==> run_1/congestion.png <==
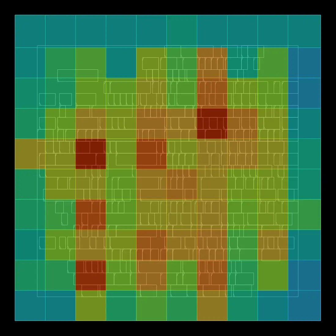
==> run_1/layer_met3.png <==
(6 px per micron) Cells faint in the background.
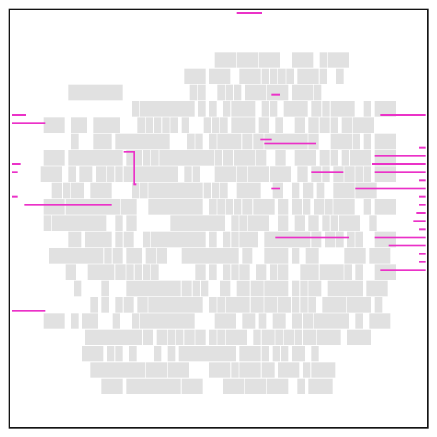
==> run_1/io_placement.png <==
(6 px per micron) Pins as bars across the die edge, other pins in grey.
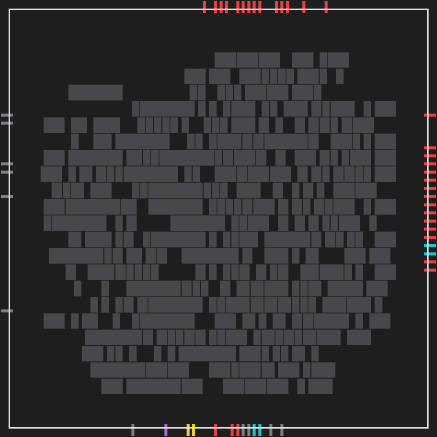
`config.mk`:
```
export PLATFORM = sky130hd
export DESIGN_NAME = modn_serial_sched_flat
export DESIGN_NICKNAME = d
export VERILOG_FILES = /design/src/rtl/modn_pkg.sv /design/src/rtl/modn_serial_sched_if.sv /design/src/rtl/modn_residue_core.sv /design/src/rtl/modn_serial_sched.sv /design/src/flat_wrapper.sv
export SDC_FILE = /design/constraint.sdc
export NUM_CORES = 1
export LEC_CHECK = 0
export ABC_AREA = 1
export CAP_MARGIN = 10
export CORE_MARGIN = 5
export CORE_UTILIZATION = 53
export DETAILED_ROUTE_END_ITERATION = 7
export HOLD_SLACK_MARGIN = 0.03
export PLACE_DENSITY = 0.95
export SLEW_MARGIN = 25
export SYNTH_ARGS = -nofsm -noshare
export SYNTH_HDL_FRONTEND = slang
export SYNTH_SLANG_ARGS = --single-unit
```
`constraint.sdc`:
```
create_clock -name clk -period 4.2 [get_ports clk]
set_input_delay 0.63 -clock clk [delete_from_list [all_inputs] [get_ports clk]]
set_output_delay 0.63 -clock clk [all_outputs]
set_load 0.02 [all_outputs]
```
`src/rtl/modn_pkg.sv`:
```
// Shared types and helpers for the round-robin mod-N residue scheduler:
// one-hot FSM states, the round-robin grant search and the one-bit residue step.
package modn_pkg;

  typedef enum logic [2:0] {
    ST_IDLE  = 3'b001,
    ST_SHIFT = 3'b010,
    ST_DONE  = 3'b100
  } state_e;

  // First requester with valid set, searching ptr+1, ptr+2, ... modulo nreq.
  function automatic logic [3:0] rr_pick(input logic [15:0] valid,
                                         input logic [3:0]  ptr,
                                         input int          nreq);
    logic [3:0] pick;
    logic       found;
    int         idx;
    pick  = '0;
    found = 1'b0;
    for (int i = 1; i <= 16; i++) begin
      if (i <= nreq && !found) begin
        idx = (int'(ptr) + i) % nreq;
        if (valid[idx[3:0]]) begin
          pick  = idx[3:0];
          found = 1'b1;
        end
      end
    end
    return pick;
  endfunction

  // 2*residue + bit is always below 2*modulus, so one conditional subtract suffices.
  function automatic logic [4:0] mod_step(input logic [4:0] residue,
                                          input logic       bit_in,
                                          input logic [4:0] modulus);
    logic [4:0] sum;
    sum = {residue[3:0], bit_in};
    return (sum >= modulus) ? (sum - modulus) : sum;
  endfunction

endpackage

```
`src/rtl/modn_serial_sched_if.sv`:
```
// Requester and result handshake bundle of the shared mod-N residue scheduler.
interface modn_serial_sched_if #(
  parameter int NREQ = 4,
  parameter int W    = 8,
  parameter int MOD  = 3
) ();
  localparam int IW = $clog2(NREQ);
  localparam int RW = $clog2(MOD);

  logic [NREQ-1:0]   req_valid;
  logic [NREQ*W-1:0] req_data;
  logic [NREQ-1:0]   req_ready;
  logic              res_valid;
  logic              res_ready;
  logic [IW-1:0]     res_id;
  logic [RW-1:0]     res_residue;
  logic              res_divisible;
  logic              busy;

  modport master (
    output req_valid, req_data, res_ready,
    input  req_ready, res_valid, res_id, res_residue, res_divisible, busy
  );

  modport slave (
    input  req_valid, req_data, res_ready,
    output req_ready, res_valid, res_id, res_residue, res_divisible, busy
  );
endinterface

```
`src/rtl/modn_residue_core.sv`:
```
// Serial MSB-first residue accumulator: each enabled cycle folds one bit into
// residue = (2*residue + bit) mod MOD.
module modn_residue_core
  import modn_pkg::*;
#(
  parameter  int MOD = 3,
  localparam int RW  = $clog2(MOD)
) (
  input  logic          clk,
  input  logic          rst_n,
  input  logic          clr,
  input  logic          en,
  input  logic          bit_in,
  output logic [RW-1:0] residue
);

  logic [RW-1:0] residue_q, residue_d;

  always_comb begin
    // NOTE: assign a default before any branch so no path leaves the signal
    // unassigned; otherwise synthesis infers a latch.
    residue_d = residue_q;
    if (clr) begin
      residue_d = '0;
    end else if (en) begin
      residue_d = RW'(mod_step(5'(residue_q), bit_in, 5'(MOD)));
    end
  end

  // NOTE: sequential state uses non-blocking assignments so every flop samples
  // pre-edge values regardless of process ordering.
  always_ff @(posedge clk or negedge rst_n) begin
    if (!rst_n) residue_q <= '0;
    else        residue_q <= residue_d;
  end

  assign residue = residue_q;

endmodule

```
`src/rtl/modn_serial_sched.sv`:
```
// Round-robin arbiter sharing one serial mod-N residue engine between NREQ
// requesters; results return with the requester id through a valid/ready port.
module modn_serial_sched
  import modn_pkg::*;
#(
  parameter int NREQ = 4,
  parameter int W    = 8,
  parameter int MOD  = 3
) (
  input logic               clk,
  input logic               rst_n,
  modn_serial_sched_if.slave bus
);

  localparam int IW = $clog2(NREQ);
  localparam int RW = $clog2(MOD);
  localparam int CW = $clog2(W + 1);

  state_e          state_q, state_d;
  logic [IW-1:0]   rr_ptr_q, rr_ptr_d;
  logic [IW-1:0]   id_q, id_d;
  logic [W-1:0]    shreg_q, shreg_d;
  logic [CW-1:0]   cnt_q, cnt_d;
  logic [IW-1:0]   grant;
  logic [NREQ-1:0] req_ready;
  logic            core_clr, core_en;
  logic [RW-1:0]   residue;
  logic            res_valid;

  assign grant = IW'(rr_pick(16'(bus.req_valid), 4'(rr_ptr_q), NREQ));

  always_comb begin
    state_d   = state_q;
    rr_ptr_d  = rr_ptr_q;
    id_d      = id_q;
    shreg_d   = shreg_q;
    cnt_d     = cnt_q;
    req_ready = '0;
    core_clr  = 1'b0;
    core_en   = 1'b0;
    case (state_q)
      ST_IDLE: begin
        if (|bus.req_valid) begin
          req_ready = NREQ'(1) << grant;
          shreg_d   = bus.req_data[grant*W +: W];
          id_d      = grant;
          rr_ptr_d  = grant;
          cnt_d     = CW'(W);
          core_clr  = 1'b1;
          state_d   = ST_SHIFT;
        end
      end
      ST_SHIFT: begin
        core_en = 1'b1;
        shreg_d = shreg_q << 1;
        cnt_d   = cnt_q - CW'(1);
        if (cnt_q == CW'(1)) state_d = ST_DONE;
      end
      ST_DONE: begin
        if (bus.res_ready) state_d = ST_IDLE;
      end
      default: state_d = ST_IDLE;
    endcase
  end

  always_ff @(posedge clk or negedge rst_n) begin
    if (!rst_n) begin
      state_q  <= ST_IDLE;
      rr_ptr_q <= IW'(NREQ - 1);
      id_q     <= '0;
      shreg_q  <= '0;
      cnt_q    <= '0;
    end else begin
      state_q  <= state_d;
      rr_ptr_q <= rr_ptr_d;
      id_q     <= id_d;
      shreg_q  <= shreg_d;
      cnt_q    <= cnt_d;
    end
  end

  modn_residue_core #(.MOD(MOD)) u_core (
    .clk    (clk),
    .rst_n  (rst_n),
    .clr    (core_clr),
    .en     (core_en),
    .bit_in (shreg_q[W-1]),
    .residue(residue)
  );

  // Results are exposed only from DONE so intermediate SHIFT residues never leak.
  assign res_valid         = (state_q == ST_DONE);
  assign bus.res_valid     = res_valid;
  assign bus.res_id        = res_valid ? id_q : '0;
  assign bus.res_residue   = res_valid ? residue : '0;
  assign bus.res_divisible = res_valid && (residue == '0);
  assign bus.busy          = (state_q != ST_IDLE);
  // Grants are suppressed while reset is held even though the FSM sits in IDLE.
  assign bus.req_ready     = rst_n ? req_ready : '0;

endmodule

```
`src/flat_wrapper.sv`:
```
// flat-port wrapper written by rule: the top's interface ports become plain ports
module modn_serial_sched_flat import modn_pkg::*;
#(
  parameter int NREQ = 4,
  parameter int W    = 8,
  parameter int MOD  = 3
)
  (clk, rst_n, bus_req_valid, bus_req_data, bus_res_ready, bus_req_ready, bus_res_valid, bus_res_id, bus_res_residue, bus_res_divisible, bus_busy);
  modn_serial_sched_if #(.NREQ(NREQ), .W(W), .MOD(MOD)) bus_i ();
  input logic clk;
  input logic rst_n;
  input wire logic [$bits(bus_i.req_valid)-1:0] bus_req_valid;
  input wire logic [$bits(bus_i.req_data)-1:0] bus_req_data;
  input wire logic [$bits(bus_i.res_ready)-1:0] bus_res_ready;
  output wire logic [$bits(bus_i.req_ready)-1:0] bus_req_ready;
  output wire logic [$bits(bus_i.res_valid)-1:0] bus_res_valid;
  output wire logic [$bits(bus_i.res_id)-1:0] bus_res_id;
  output wire logic [$bits(bus_i.res_residue)-1:0] bus_res_residue;
  output wire logic [$bits(bus_i.res_divisible)-1:0] bus_res_divisible;
  output wire logic [$bits(bus_i.busy)-1:0] bus_busy;
  assign bus_i.req_valid = bus_req_valid;
  assign bus_i.req_data = bus_req_data;
  assign bus_i.res_ready = bus_res_ready;
  assign bus_req_ready = bus_i.req_ready;
  assign bus_res_valid = bus_i.res_valid;
  assign bus_res_id = bus_i.res_id;
  assign bus_res_residue = bus_i.res_residue;
  assign bus_res_divisible = bus_i.res_divisible;
  assign bus_busy = bus_i.busy;
  modn_serial_sched #(.NREQ(NREQ), .W(W), .MOD(MOD)) u_core (.clk(clk), .rst_n(rst_n), .bus(bus_i));
endmodule
```
==> summary.txt, run 1 <==
Implementation results. Detailed routing placed a total of 143 microns of wire on met3. Final clock skew landed at 6.86 ps. The run finished with clean final reports. Walking the worst path, the cells encountered are clkdlybuf4s50_1 -> inv_1 -> nand2_1 -> nand3_1 -> nand2_1 -> inv_2 -> nand2_2 -> nand2_2 -> nand2_4 -> nand2_8 -> inv_1 -> nand3_1 -> nor2_1 -> clkdlybuf4s50_1.

Power drawn by the sequential cells landed at 385 uW. The layout report lists the multi-input gate area as 0.00105 sq mm. In this run the most used layer during global routing was met2. Proportion of power drawn by the clock network landed at 5.0%.

Per the layout report, the design carries 56 non-clock inverters. Data on the critical path arrives at its endpoint at 2970 ps. For this block, wires on met1 add up to 1860 microns. Yosys cell count landed at 264. According to the timing report, the critical path is launched from bus_req_valid[3]. Standard-cell row count landed at 21. Counting instances in the post-synthesis netlist gives the leading cell types as 52 x sky130_fd_sc_hd__nand2_1, 49 x sky130_fd_sc_hd__inv_1, 40 x sky130_fd_sc_hd__nand3_1. Per the summary, power density relative to cell area is 802 mW/mm^2. Number of DRC violations after detailed routing landed at 0.

Placeable core region landed at 0.00339 sq mm. For the worst min-delay path, the startpoint reported by OpenROAD is u_core.shreg_q[5]$_DFFE_PN0P_. The net count after synthesis is 306. Async set-or-reset flop fraction in the synthesized netlist landed at 100%.

The number of setup buffers added after CTS is 0. Based on the critical path, the design can be clocked at up to 278 MHz. Number of buffers other than clock buffers in the final layout landed at 50. The most common logic cell in the final layout is sky130_fd_sc_hd__nand2_1. Part of the total power dissipated in sequential elements landed at 20.2%. Flip-flop count of the largest register after layout landed at 8. Broken down by cell family, the worst path's largest delay share belongs to buffers and inverters. In the final layout, flip-flops and latches take up 22.3% of the cell area. The worst setup path is launched from an input pin. Path length in cells of the critical path landed at 14.

Via count of the first global-routing pass landed at 1723. Synthesis-to-finish area growth landed at 26.6%. The worst register-to-register path begins at u_core.state_q[0]$_DFFE_PN1P_. The worst hold path belongs to the class reg2reg. The worst setup path is of the in2out kind. Count of antenna diodes in the layout landed at 0. Per STA, the endpoint of the critical path is bus_req_ready[0]. Count of different cell masters after synthesis landed at 31. For this block, the initial DRC count from the detailed router was 135.

CTS reports a maximum clock tree buffer depth of 2. Internal power component landed at 857 uW. The synthesized design devotes to its leading area cell type 24.0% of total area.

In the synthesized netlist, the number of instances is 264. TritonCTS built the clock tree. Cell count after placement landed at 353. The synthesis stats list as the most numerous cell sky130_fd_sc_hd__nand2_1. Area of the chip landed at 0.00483 sq mm. In this run the number of H-tree levels came out at 1.
About congestion.png:
wire length per cell after detailed routing: 11.4 microns
met3 capacity usage during global routing: 2.03%
global routing met2 resource utilization: 31.9%
Global Route met1 Usage: 21.6%

About layer_met3.png:
main direction: horizontal
nets with wire on the layer: 28
wire length on this layer: 144 microns
share of all routed wire: 3.5%
final wirelength: 4070 microns
vias: 1699

About io_placement.png:
[bus_req_ready] cyan | pins: 4 | direction: output | edge: 2 east, 2 south
[bus_res_valid] purple | pins: 1 | direction: output | edge: south
[bus_res_id] yellow | pins: 2 | direction: output | edge: south
[bus_req_data] red | pins: 32 | direction: input | edge: 15 east, 14 north, 3 south
all pins by edge: 17 east, 14 north, 13 south, 6 west
DIE HEIGHT: 69.5 microns
width of the die: 69.5 microns
number of buffer cells added on primary ports: 49

[run 1: cell families after synthesis]
kind of cell,count (synthesis),share of synthesized area [%]
AND-OR/OR-AND,16,5.46
XOR/XNOR,1,0.466
adder cells (fa/ha/maj),3,2.00
buffers and inverters,63,16.1
flip-flops,21,28.2
multiplexers,1,0.533
AND/OR/NAND/NOR,159,47.2
[run 1: through the flow]
step / instance area, sq um / power (uW) / setup WS, ps / utilization (%)
2_1_floorplan: 1880 / 1660 / 1730 / -
3_3_place_gp: 2350 / 1770 / 667 / 69.4
3_5_place_dp: 2350 / 1820 / 583 / 69.4
4_1_cts: 2380 / 1920 / 583 / 70.2
5_1_grt: 2380 / 2110 / 366 / 70.2
6_report: 2380 / 1910 / 600 / 70.2
==> inputs of run 2 (changes only) <==
Settings changed: ABC_CLOCK_PERIOD_IN_PS from default to 4200.
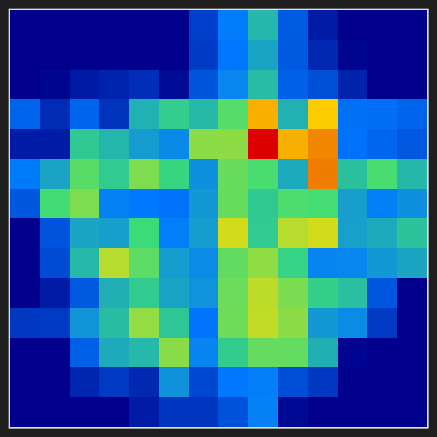
(run_2/metal_density.png)
(6 px per micron) 14 x 14 tiles, from dark blue (low) to red (high), scaled to the fullest tile. Values are wire area over tile area, all layers added.
mean over tiles: 0.13
emptiest ninth of the die: north-west
nearly empty tiles: 24%
fullest tile: 0.48
densest ninth of the die: centre
tiles over half the peak: 18%

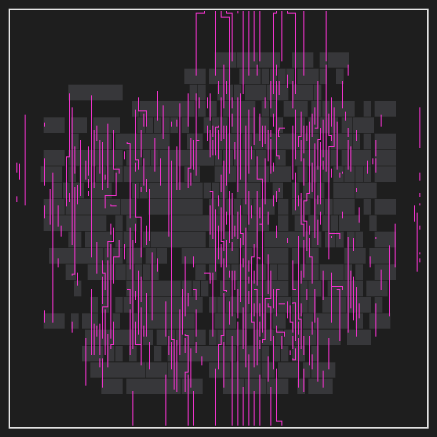
(run_2/layer_met2.png)
(6 px per micron) Cells faint in the background.
nets with wire on the layer: 269
share of all routed wire: 50%
main direction: vertical
wire length on this layer: 2030 microns
longest straight run: 29.8 microns

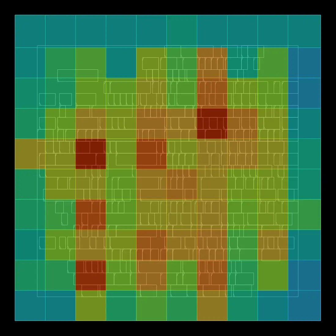
(run_2/congestion.png)
all-layer global routing usage: 17.4%
utilization after layout: 70.2%

==> run 2 against run 1 <==
Net effect:
- sequential share of layout area unchanged
- wire length unchanged
- first-iteration DRC count stayed put
- clock skew stayed put
- critical path type unchanged
- critical endpoint unchanged
- highest routed layer unchanged
==> summary.txt, run 2 <==
Implementation results. Fraction of final layout cells with drive strength greater than 1 landed at 16.7% (unchanged). The sort of element at the end of the critical path is a primary output (unchanged). Total of flip-flops plus latches after synthesis landed at 21 (unchanged).

The part of the Yosys area used for sequential elements is 28.2% (unchanged). Final clock skew landed at 6.86 ps (unchanged). The highest clock rate is 278 MHz (unchanged). Via count of the first global-routing pass landed at 1723 (unchanged). The proportion of power drawn by the clock network came to 5.0% (about the same). The synthesized net count was 306 (unchanged). Mux contribution to synthesized area landed at 0.533% (unchanged). The part of the total power dissipated in sequential elements came to 20.2% (about the same). Starting DRC count in detailed routing landed at 135 (unchanged).

Run status: complete, no violations (unchanged). Routed wire length landed at 4070 microns (unchanged). The capturing element of the worst setup path is bus_req_ready[0] (unchanged).

Cell count after placement landed at 353 (unchanged). Maximum buffer depth of the clock tree landed at 2 (unchanged). The cell count after synthesis is 264 (unchanged).

Fraction of post-synthesis cell area in the top cell type by area landed at 24.0% (unchanged). The worst hold slack came to 493 ps (unchanged). The most repeated cell in the gate-level netlist after synthesis is sky130_fd_sc_hd__nand2_1 (unchanged).

The flip-flop count of the largest register after layout is 8 (unchanged). The area share of fa/ha/maj cells after synthesis was 2.00% (unchanged). The clock-pin slew of the registers on the worst-case setup and hold paths is 110 ps (about the same). Largest stage delay on the critical path landed at 620 ps (about the same).

AND-OR/OR-AND share of the synthesized area landed at 5.46% (unchanged). The power density of the placed cells came to 802 mW/mm^2 (unchanged). The post-route standard cell area excluding fillers was 0.00238 sq mm (unchanged).

The count of different cell masters after synthesis is 31 (unchanged). The global-route wire length before repair was 7220 microns (unchanged). The synthesis-to-finish area growth came to 26.6% (unchanged). The power drawn by the sequential cells was 385 uW (about the same). Area of the chip landed at 0.00483 sq mm (unchanged). Yosys cell count landed at 264 (unchanged). The startpoint kind of the worst setup timing path was an input pin (unchanged). The required time at the endpoint of the critical path is 3570 ps (about the same). Maximum level of the CTS H-tree landed at 1 (unchanged). Net count of the finished layout landed at 354 (unchanged). Post-CTS setup repair buffer count landed at 0 (unchanged). The type of the most critical hold path is reg2reg (unchanged). The combinational power is 1430 uW (about the same). The endpoint of the worst hold-timing path was u_core.shreg_q[5]$_DFFE_PN0P_ (unchanged).

Area of the mapped netlist landed at 0.00188 sq mm (unchanged). The origin of the critical flop-to-flop path is u_core.state_q[0]$_DFFE_PN1P_ (unchanged). Worst-path cell chain: clkdlybuf4s50_1 -> inv_1 -> nand2_1 -> nand3_1 -> nand2_1 -> inv_2 -> nand2_2 -> nand2_2 -> nand2_4 -> nand2_8 -> inv_1 -> nand3_1 -> nor2_1 -> clkdlybuf4s50_1 (unchanged). Standard-cell row count landed at 21 (unchanged). Arrival time reported for the critical path endpoint landed at 2970 ps (about the same). The TritonCTS clock tree is yes (unchanged).

The maximum fanout along the worst path came to 19 (unchanged). The die boundary width is 69.5 microns (unchanged). The time the worst path needs with I/O delays and setup came to 3600 ps (unchanged). The setup slack of the most critical reg-to-reg path came to 2010 ps (about the same).

Pre-placement core utilization landed at 55.4% (unchanged). Number of DRC violations after detailed routing landed at 0 (unchanged). The share of total power in combinational logic was 74.9% (about the same).

The boundary pin count came to 50 (unchanged). The async set-or-reset flop fraction in the synthesized netlist was 100% (unchanged). The total vias in the final route was 1699 (unchanged). Count of antenna diodes in the layout landed at 0 (unchanged).

The worst setup path category is in2out (unchanged). The internal power component came to 857 uW (unchanged). Power attributed to the clock group landed at 94.6 uW (about the same).

Count of input and output buffers landed at 49 (unchanged). Basic-gate share of the synthesized area counting and, or, nand and nor cells landed at 47.2% (unchanged). The placed wire-length estimate after detailed placement came to 3270 microns (unchanged). The detailed-route wire length per cell is 11.4 microns (unchanged). Fraction of synthesized cell area in xor and xnor cells landed at 0.466% (unchanged).

The launch point of the worst path is bus_req_valid[3] (unchanged). Vertical die dimension landed at 69.5 microns (unchanged). The placed cell area was 0.00235 sq mm (unchanged). The category of cells accounting for the largest share of critical-path delay is buffers and inverters (unchanged). Placeable core region landed at 0.00339 sq mm (unchanged). The number of clock buffers inserted by TritonCTS was 3 (unchanged). The worst hold path startpoint is u_core.shreg_q[5]$_DFFE_PN0P_ (unchanged). The cell at the root of the clock tree was sky130_fd_sc_hd__clkbuf_4 (unchanged).

Detail-routed via count per cell landed at 4.76 (unchanged). Top library cells by usage in the layout, fill and taps aside: 52 x sky130_fd_sc_hd__nand2_1, 49 x sky130_fd_sc_hd__inv_1, 49 x sky130_fd_sc_hd__clkdlybuf4s50_1, 40 x sky130_fd_sc_hd__nand3_1, 26 x sky130_fd_sc_hd__nor2_1 (unchanged). The cell depth of the worst min-delay path came to 2 (unchanged). The largest non-sequential cell family by area is simple AND/OR/NAND/NOR gates (unchanged). Area taken by multi-input logic gates landed at 0.00105 sq mm (unchanged).

Path length in cells of the critical path landed at 14 (unchanged). Largest registers: u_core.shreg_q (8), u_core.cnt_q (4), u_core.state_q (3) (unchanged). The leading register cell type out of synthesis is sky130_fd_sc_hd__dfrtp_1 (unchanged).

The post-synth tally of flip-flops with integrated enable is 0 (unchanged). The commonest non-fill, non-tap cell in the layout was sky130_fd_sc_hd__nand2_1 (unchanged). The capture point of the worst reg-to-reg path is u_core.shreg_q[4]$_DFFE_PN0P_ (unchanged). Most used standard cells in the synthesized netlist: 52 x sky130_fd_sc_hd__nand2_1, 49 x sky130_fd_sc_hd__inv_1, 40 x sky130_fd_sc_hd__nand3_1 (unchanged).
run 2: cell counts after synthesis:
Identical to the previous run, type by type.
run 2: through the flow:
| stage | total power, uW | setup slack (ps) |
|---|---|---|
| 3_3_place_gp | 1770 | 667 |
| 5_1_grt | 2110 | 366 |
| 4_1_cts | 1920 | 583 |
| 6_report | 1910 | 600 |
| 3_5_place_dp | 1820 | 583 |
| 2_1_floorplan | 1660 | 1730 |
run 2: final cells by class:
type,instances,share of cell area [%]
Clock buffer,3,0.947
Clock inverter,1,0.210
Inverter,56,9.26
Multi-Input combinational cell,180,44.0
Sequential cell,21,22.3
Tap cell,46,2.42
Timing Repair Buffer,50,20.9
run 2: routing by layer:
metal / global-route usage [%] / share of wire [%]
met5: 0 / 0
met4: 3.90 / 0.88
met3: 2.03 / 3.5
met2: 31.9 / 50
met1: 21.6 / 46
==> inputs of run 3 (changes only) <==
Settings changed: CAP_MARGIN 10 to 20, CTS_CLUSTER_SIZE from default to 8.
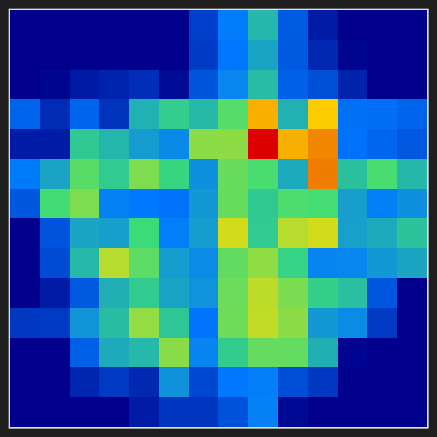
(run_3/metal_density.png)
(6 px per micron) 14 x 14 tiles, from dark blue (low) to red (high), scaled to the fullest tile. Values are wire area over tile area, all layers added.
emptiest ninth of the die: north-west
nearly empty tiles: 24%
tiles over half the peak: 18%
fullest tile: 0.48
densest ninth of the die: centre
mean over tiles: 0.13

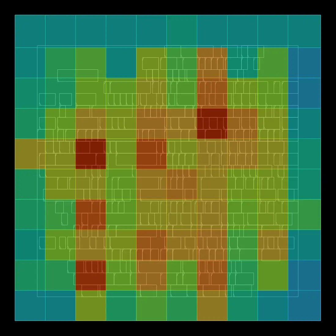
(run_3/congestion.png)
layer carrying the most global-route usage: met2

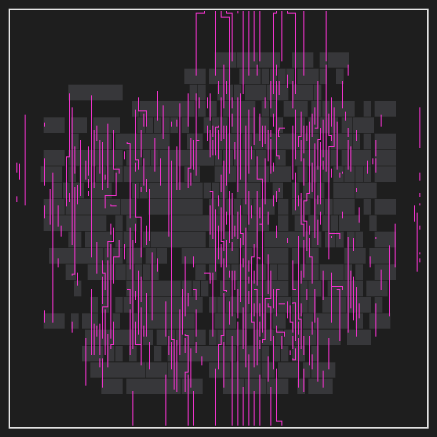
(run_3/layer_met2.png)
(6 px per micron) Cells faint in the background.
wire length on this layer: 2030 microns
nets with wire on the layer: 269

==> run 3 against run 2 <==
Net effect:
- setup slack unchanged
- critical path depth unchanged
- worst hold slack stayed put
- via count stayed put
- non-clock buffer count unchanged
- register-to-register slack about the same
- clock power about the same
- combinational power about the same
- global-route usage stayed put
- synthesized area is the same
- sequential share of layout area unchanged
- final cell count unchanged
- critical path type unchanged
- critical endpoint unchanged
==> summary.txt, run 3 <==
Implementation results. The worst setup path category is in2out (unchanged). Yosys cell count landed at 264 (unchanged). The placeable core region came to 0.00339 sq mm (unchanged). The worst hold path startpoint is u_core.shreg_q[5]$_DFFE_PN0P_ (unchanged). Met3 wirelength from detailed routing landed at 143 microns (unchanged). Count of input and output buffers landed at 49 (unchanged).

The proportion of cell area spent on the clock network was 1.16% (unchanged). The pre-placement core utilization came to 55.4% (unchanged). The area of the mapped netlist is 0.00188 sq mm (unchanged). Standard-cell row count landed at 21 (unchanged).

Die boundary width landed at 69.5 microns (unchanged). Cell count after placement landed at 353 (unchanged). Count of different cell masters after synthesis landed at 31 (unchanged). The cell depth of the worst min-delay path is 2 (unchanged). The maximum fanout along the worst path came to 19 (unchanged).

Post-CTS setup repair buffer count landed at 0 (unchanged). The part of the total power dissipated in sequential elements is 20.2% (about the same). The mux contribution to synthesized area came to 0.533% (unchanged). Part of the Yosys area used for sequential elements landed at 28.2% (unchanged).

The TritonCTS clock tree is yes (unchanged). The well-tap cell count was 46 (unchanged). Async set-or-reset flop fraction in the synthesized netlist landed at 100% (unchanged).

Number of clock buffers inserted by TritonCTS landed at 3 (unchanged). The number of DRC violations after detailed routing came to 0 (unchanged). The synthesis-to-finish area growth is 26.6% (unchanged). Number of buffers other than clock buffers in the final layout landed at 50 (unchanged). The total vias in the final route was 1699 (unchanged). Multi-input combinational area share landed at 44.0% (unchanged). The startpoint kind of the worst setup timing path was an input pin (unchanged). The type of the most critical hold path is reg2reg (unchanged). Combinational power landed at 1430 uW (about the same). The placed wire-length estimate after detailed placement came to 3270 microns (unchanged). The internal power component came to 857 uW (unchanged).

Run status: complete, no violations (unchanged). The area taken by multi-input logic gates is 0.00105 sq mm (unchanged). Via count of the first global-routing pass landed at 1723 (unchanged). Share of total power in combinational logic landed at 74.9% (about the same).

The global-route wire length before repair came to 7220 microns (unchanged). Synthesized net count landed at 306 (unchanged). The number of logic inverters in the finished layout is 56 (unchanged).

The non-clock buffering overhead in the final layout is 20.9% (unchanged). Total of flip-flops plus latches after synthesis landed at 21 (unchanged). The flip-flop count of the largest register after layout came to 8 (unchanged). The post-route standard cell area excluding fillers is 0.00238 sq mm (unchanged). Met1 layer wirelength in the final routing landed at 1860 microns (unchanged). Largest registers: u_core.shreg_q (8), u_core.cnt_q (4), u_core.state_q (3) (unchanged). The most repeated cell in the gate-level netlist after synthesis is sky130_fd_sc_hd__nand2_1 (unchanged). Placed cell area landed at 0.00235 sq mm (unchanged).

Number of multi-input combinational cells landed at 180 (unchanged). Setup slack of the most critical reg-to-reg path landed at 2010 ps (about the same). Required time at the endpoint of the critical path landed at 3570 ps (about the same). Worst hold slack landed at 493 ps (unchanged).

Vertical die dimension landed at 69.5 microns (unchanged). Top library cells by usage in the layout, fill and taps aside: 52 x sky130_fd_sc_hd__nand2_1, 49 x sky130_fd_sc_hd__inv_1, 49 x sky130_fd_sc_hd__clkdlybuf4s50_1, 40 x sky130_fd_sc_hd__nand3_1, 26 x sky130_fd_sc_hd__nor2_1 (unchanged). The largest non-sequential cell family by area was simple AND/OR/NAND/NOR gates (unchanged).
[run 3: critical path: stages]
cell and delay, ps:
sky130_fd_sc_hd__clkdlybuf4s50_1 520, sky130_fd_sc_hd__inv_1 70, sky130_fd_sc_hd__nand2_1 70, sky130_fd_sc_hd__nand3_1 90, sky130_fd_sc_hd__nand2_1 80, sky130_fd_sc_hd__inv_2 50
sky130_fd_sc_hd__nand2_2 80, sky130_fd_sc_hd__nand2_2 70, sky130_fd_sc_hd__nand2_4 170, sky130_fd_sc_hd__nand2_8 160, sky130_fd_sc_hd__inv_1 130, sky130_fd_sc_hd__nand3_1 100
sky130_fd_sc_hd__nor2_1 120, sky130_fd_sc_hd__clkdlybuf4s50_1 620
Power figures rest on the tool's default switching activity, not on a simulated workload.
